Design decode_issue_ctrl, sky130hd; sources not shown.
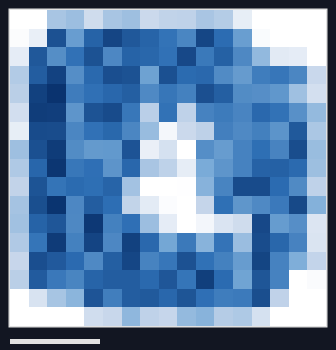
(run_1/util_map.png)
Bar = 50 um. The die is cut into 17 by 17 equal tiles; white is low, dark blue is high, 0 to 100% covered.
10% of the tiles are nearly empty. 30% of the tiles are over 75% full. The fullest tile reaches 99%. The mean over all tiles is 54%.
initial core utilization: 0.505
Layout Utilization: 0.634
core area: 0.0269 sq mm

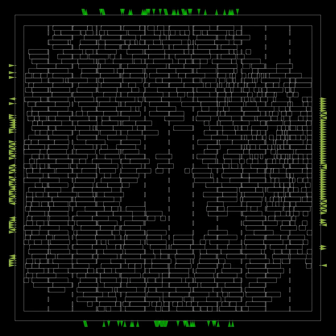
(run_1/placed.png)
FP Rows: 60
well tap count: 341
fin cells: 1240
flop share of the area: 0.608

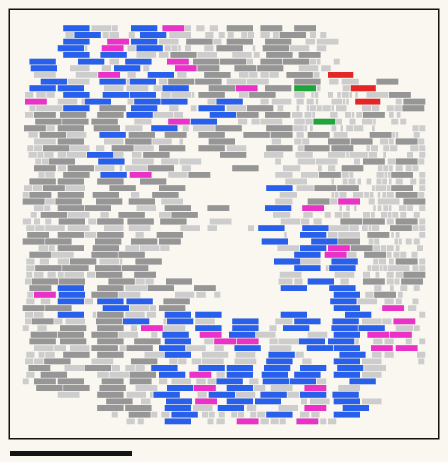
(run_1/ff_map.png)
Bar = 50 um. Other sequential cells in the stronger gray, the rest of the logic in the fainter gray.
queue_count: shown in red, flops 3. r_mem_instr: shown in blue, flops 128, where widely spread. r_wr_ptr: shown in green, flops 2. decode_instr: shown in magenta, flops 32, where widely spread.
Another 197 sequential cells are not colored.
power in sequential cells: 6.73 mW
Seq. cell area: 0.0104 sq mm

==> run_results.csv, run 1 <==
group,metric,value,unit
pwr,p_leak,6.19,nW
synthesis,synthArstFlopShare,0.293,
synthesis,avgSynthCellArea,20.8,sq um
global_route,grt-ovfl-total,0,
clock_network,cts.sinks,362,
final_timing,setup_viol,0,
final_timing,finalCritPeriodShare,0.891,
routing,dr.pass1.iters,5,
setup_path,cp_num_cells,12,
pwr,ir_drop,1.02,mV
clock_network,clock-root-buffer,"clkbuf_16",
cells_and_area,num_antenna_cells,0,
placement,globalplace.congestion,0.819,
setup_path,cp_max_fo,5,
synthesis,synth_cells,651,
cells_and_area,lay_top_count,"edfxtp_1",
placement,portBuffers,169,
pwr,clkPwrFrac,0.270,
clock_network,cts_tree,"done",
status,status,"complete, no violations",
die,fp.dieH,175,um
synthesis,ys_seq_frac,0.762,
final_timing,max_clock_freq,0.387,GHz
pwr,totalPowerFinal,17.8,mW
setup_path,crit_path_start_kind,"flip-flop",
setup_path,critPathKind,"reg2reg",
cells_and_area,drive_gt1_frac,0.373,
clock_network,post_cts_resized,0,
setup_path,crit_top_cell,"inv_1",
placement,placed_area,0.0158,sq mm
pwr,power_frac_comb,0.351,
routing,drc_errors,0,
cells_and_area,fillCellCount,1873,
synthesis,edf_count,256,
synthesis,ff_type,"edfxtp_1",
final_timing,hold_viol,0,
final_timing,worst_hold_slack,0.270,ns
flow_run,max_cap_violations,0,
synthesis,yosysChipArea,0.0136,sq mm
setup_path,end_kind,"flip-flop",
synthesis,yosysWarnings,0,
synthesis,syn-num-nets,728,
clock_network,hold_buffers,1,
pwr,power.switching,6.96,mW
pwr,p_int,10.8,mW
die,die_w,175,um
placement,hpwl,16600,um
final_timing,worst_slack,0.317,ns
pwr,power_frac_seq,0.379,
routing,wl,26200,um
global_route,antenna_found_initial,3,
routing,initialDrtViolationCount,371,
final_timing,maxSlewHeadroom,0.688,
routing,num_vias,6782,
setup_path,rr_worst_depth,12,
setup_path,cp_slowest_cell,"dfrtp_4",
clock_network,cts_inserted_buffers,39,
final_timing,slew_viol_final,0,
clock_network,cts_max_path_buffers,3,
setup_path,cp.required,3.11,ns
flow_run,warnings,29,
die,pin_count,170,
setup_path,reg2reg_slack,0.32,ns
final_timing,tightest_slew,0.466,ns
setup_path,crit_chain,"or3b_4, nand2_4, nor2_2, inv_1, ha_1, inv_1, ha_1, inv_1, fa_1, xor2_1, xnor2_1, nor2_1",
clock_network,h-tree-depth,2,
cells_and_area,design_area,0.0170,sq mm
synthesis,yosysCellCount,651,
cells_and_area,final_layout_top_logic_cells,"edfxtp_1 (256), buf_4 (117), dfrtp_1 (101)",
global_route,grt_usage,0.175,
global_route,grt_pass1_vias,7312,
placement,dp_slack,-0.0881,ns
cells_and_area,layout.nets,945,
clock_network,clock.latency.late_pin,0.52,ns
hold_path,hold_class,"reg2reg",
final_timing,period_needed,2.58,ns
pwr,swShare,0.392,
setup_path,cp_num_buf_inv,3,
setup_path,arrival,2.79,ns
global_route,grt_max_degree,69,
final_timing,rsz0062_at_grt,"false",
synthesis,synth-seq-cells,362,
synthesis,syn-cell-area,0.0136,sq mm
routing,wl_per_cell,21.1,um
hold_path,hold_depth,1,
==> run 1: Yosys cell counts (9+ instances only) <==
cell type    n  area, sq um
buf_2       10         50.1
clkbuf_1     9         33.8
dfrtp_1    106         2650
edfxtp_1   256         7690
inv_1       10         37.5
mux2_2      65          732
mux4_2      64         1440
nand2_1     14         52.6
nand3_1     14         70.1
nand4_1     13         81.3
nor2_1      11         41.3
xnor2_1     30          263
==> run 1: cells by family after synthesis <==
group                      share of synthesized area
and+or+nand+nor                               0.0348
AOI/OAI and AO/OA                           0.000922
muxes                                          0.160
buffers and inverters                         0.0112
adders and majority gates                    0.00793
DFF                                            0.762
xor gates and xnor gates                      0.0232
==> run 1: metrics by stage <==
stage,instances,setup TNS [ns]
after floorplan,651,0
after global placement,1167,-0.0472
after detailed placement,1167,-0.0881
after CTS,1240,0
after global routing,1240,0
final,1240,0
==> run 1: layer usage <==
metal | global-route usage | vias up | routed length (um)
met1 | 0.244 | 3471 | 11000
met2 | 0.283 | 239 | 12700
met4 | 0.0445 | 6 | 542
met5 | 0 | - | 41
met3 | 0.0437 | 52 | 1940
li1 | - | 3014 | -
==> run 1: area by class of cell <==
type | count | area (sq um) | share of cell area
multi-input cells | 256 | 3110 | 0.182
flip-flops and latches | 362 | 10400 | 0.608
clock inverters | 15 | 163 | 0.00954
inverters | 10 | 37.5 | 0.00220
well taps | 341 | 427 | 0.0250
repair buffers | 199 | 1840 | 0.108
clock buffers | 57 | 1110 | 0.0653
==> run 1: power groups by stage <==
stage               combinational, mW  sequential, mW  clock, mW
finish                           6.25            6.73       4.80
global route                     6.47            6.82       5.15
global placement                 6.24            6.82          0
CTS                              6.32            6.75       4.90
floorplan                        1.26            10.3          0
detailed placement               6.31            6.84          0
==> run 2: changes to the inputs <==
--- a/config.mk
+++ b/config.mk
@@ -7,9 +7,8 @@
 export LEC_CHECK = 0
 export CAP_MARGIN = 20
 export CORE_MARGIN = 5
-export CORE_UTILIZATION = 50
+export CORE_UTILIZATION = 39
 export DETAILED_ROUTE_END_ITERATION = 8
-export PLACE_DENSITY = 0.76
 export SLEW_MARGIN = 25
 export SYNTH_ARGS = -nofsm -noshare
 export SYNTH_HDL_FRONTEND = slang
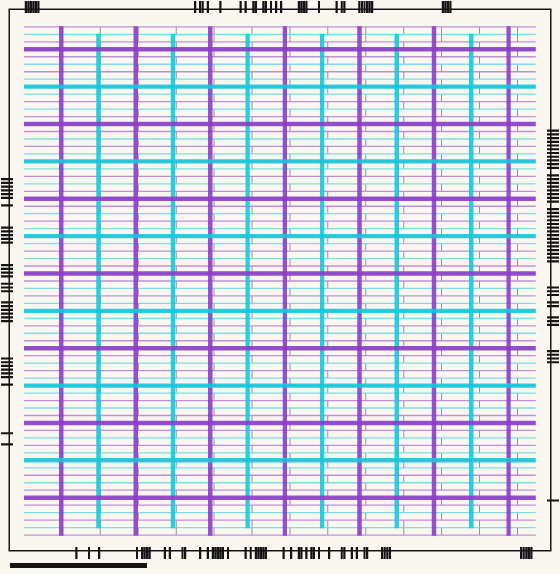
(run_2/floorplan.png)
Bar = 50 um. Pins as bars on the die edge. Tap cells in gray.
VSS: shown in purple. VDD: shown in cyan.
The core has 68 rows. 170 signal pins sit on the boundary. 455 tap cells. 13 straps on met4.
core area: 0.0345 sq mm
Die Y: 197 um

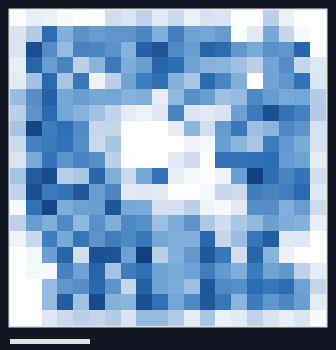
(run_2/util_map.png)
Bar = 50 um. The die is cut into 20 by 20 equal tiles; white is low, dark blue is high, 0 to 100% covered.
8.0% of the tiles are nearly empty. 12% of the tiles are over 75% full. The fullest tile reaches 94%. The emptiest ninth of the die: middle.
Layout Utilization: 0.499
initial core utilization: 0.394

==> run 2 against run 1 <==
  * Global-route usage decreased by 3.2 points
  * Cell count increased by 9.1%
  * Setup slack improved by 0.034 ns
  * Largest cell class unchanged
  * Highest routed layer unchanged
  * Core utilization decreased by 14 points
  * Area after synthesis unchanged
  * Count of clock-buffer cells in the layout decreased by 2
  * Cell area increased by 0.91%
  * Clock power increased by 1%
  * Critical path depth unchanged
  * Register-to-register slack improved by 0.03 ns
  * Critical endpoint unchanged
  * Critical path type unchanged
  * Sequential share of layout area decreased by 0.55 points
==> run_results.csv, run 2 <==
group,metric,value,unit
synthesis,syn-cell-area,0.0136,sq mm
setup_path,cp_num_buf_inv,3,
cells_and_area,final_cells,1353,
setup_path,cp_slowest_cell,"dfrtp_4",
setup_path,crit_top_cell,"inv_1",
cells_and_area,lay_top_count,"edfxtp_1",
die,row_count,68,
setup_path,arrival,2.74,ns
clock_network,cts_max_path_buffers,3,
synthesis,ys_top_cells_by_area,"edfxtp_1 (57%), dfrtp_1 (20%), mux4_2 (11%)",
final_timing,slew_viol_final,0,
synthesis,synthAoiAreaFrac,0.000922,
final_timing,rsz0062_at_grt,"false",
final_timing,period_needed,2.55,ns
synthesis,ys_sh_xor,0.0232,
synthesis,syn-num-nets,728,
final_timing,fin_tns_setup,0,ns
routing,dr.pass1.iters,5,
routing,wl_per_cell,20.1,um
final_timing,finalCritPeriodShare,0.879,
synthesis,avgSynthCellArea,20.8,sq um
synthesis,yosysChipArea,0.0136,sq mm
routing,wl,27200,um
pwr,p_leak,6.17,nW
status,status,"complete, no violations",
clock_network,h-tree-depth,2,
synthesis,top_cell,"edfxtp_1",
die,die_w,197,um
clock_network,clock.latency.late_pin,0.51,ns
setup_path,reg2reg_slack,0.35,ns
cells_and_area,final_layout_top_logic_cells,"edfxtp_1 (256), buf_4 (114), dfrtp_1 (101)",
setup_path,cp_max_fo,5,
synthesis,ff_type,"edfxtp_1",
synthesis,simple_gate_share,0.0348,
clock_network,cts_inserted_buffers,39,
final_timing,tightest_slew,0.513,ns
synthesis,mux_share,0.160,
clock_network,cts.sinks,362,
pwr,totalPowerFinal,17.8,mW
setup_path,crit_chain,"or3b_4, nand2_4, nor2_2, inv_1, ha_1, inv_1, ha_1, inv_1, fa_1, xor2_1, xnor2_1, nor2_1",
setup_path,cp_num_cells,12,
synthesis,ys_seq_frac,0.762,
global_route,grt-ovfl-total,0,
clock_network,cts_tree,"done",
global_route,grt_pass1_vias,7260,
clock_network,post_cts_resized,0,
synthesis,yosysTopAreaCell,"edfxtp_1",
setup_path,rr_worst_depth,12,
routing,num_vias,6654,
flow_run,max_cap_violations,0,
final_timing,worst_hold_slack,0.280,ns
synthesis,yosysCellCount,651,
global_route,grt_max_degree,70,
placement,dp_cells,1280,
synthesis,synthArstFlopShare,0.293,
placement,globalplace.congestion,0.739,
final_timing,hold_viol,0,
routing,initialDrtViolationCount,313,
global_route,antenna_found_initial,1,
flow_run,warnings,29,
clock_network,clock-root-buffer,"clkbuf_16",
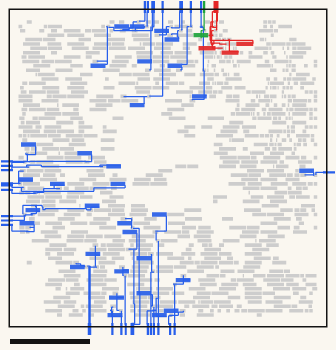
(run_2/port_trees.png)
Bar = 50 um.
queue_count: shown in red, bits 3, direction output, edge top, end cells 3, wire 141 um. decode_pulse: shown in green, bits 1, direction output, edge top, end cells 1, wire 22.4 um. decode_pc: shown in blue, bits 32, direction output, edge 13 bottom, 9 left, 9 top, 1 right, end cells 32, wire 1420 um.
Top-Level Pins: 170
port buffer count: 169

==> run 2: netlist changes by cell type in the layout (fill, tap and decap cells not counted), sizes merged <==
cell,delta
clkinv,-3
clkinvlp,+3
clkbuf,-2
buf,-1
bufinv,+1
inv,+1
==> run 2: cell type report <==
| cell class | instances | area (sq um) |
|---|---|---|
| clock inverters | 17 | 184 |
| repair buffers | 198 | 1860 |
| well taps | 455 | 569 |
| clock buffers | 55 | 1090 |
| flip-flops and latches | 362 | 10400 |
| inverters | 10 | 37.5 |
| fillers | 2835 | 17300 |
| multi-input cells | 256 | 3110 |
==> run 2: power breakdown <==
| part | internal (mW) | total (mW) | switching (mW) | leakage [nW] |
|---|---|---|---|---|
| logic | 1.62 | 6.26 | 4.64 | 1.91 |
| registers | 6.32 | 6.70 | 0.381 | 3.65 |
| clock network | 2.90 | 4.85 | 1.95 | 0.611 |
==> run 2: worst reg2reg max path: stages, from the launching register on <==
cell and delay (ns):
dfrtp_4 0.51, or3b_4 0.41, nand2_4 0.09, nor2_2 0.04, inv_1 0.05, ha_1 0.21
inv_1 0.05, ha_1 0.12, inv_1 0.04, fa_1 0.36, xor2_1 0.16, xnor2_1 0.14
nor2_1 0.05
==> run 2: routing by layer <==
metal | track usage | part of all wire | vias to the layer above | routed length, um
met4 | 0.0349 | 0.019 | 2 | 527
li1 | - | - | 3008 | -
met2 | 0.238 | 0.50 | 155 | 13600
met3 | 0.0301 | 0.053 | 42 | 1440
met1 | 0.195 | 0.43 | 3447 | 11600
met5 | 0 | 0.00070 | - | 19
==> run 2: stage by stage <==
step / instance area (sq um) / setup slack, ns
after floorplan: 13600 / 0.00408
after global placement: 15900 / -0.0712
after detailed placement: 15900 / -0.0911
after CTS: 17200 / 0.335
after global routing: 17200 / 0.172
final: 17200 / 0.351
Power and IR drop assume default switching activity.
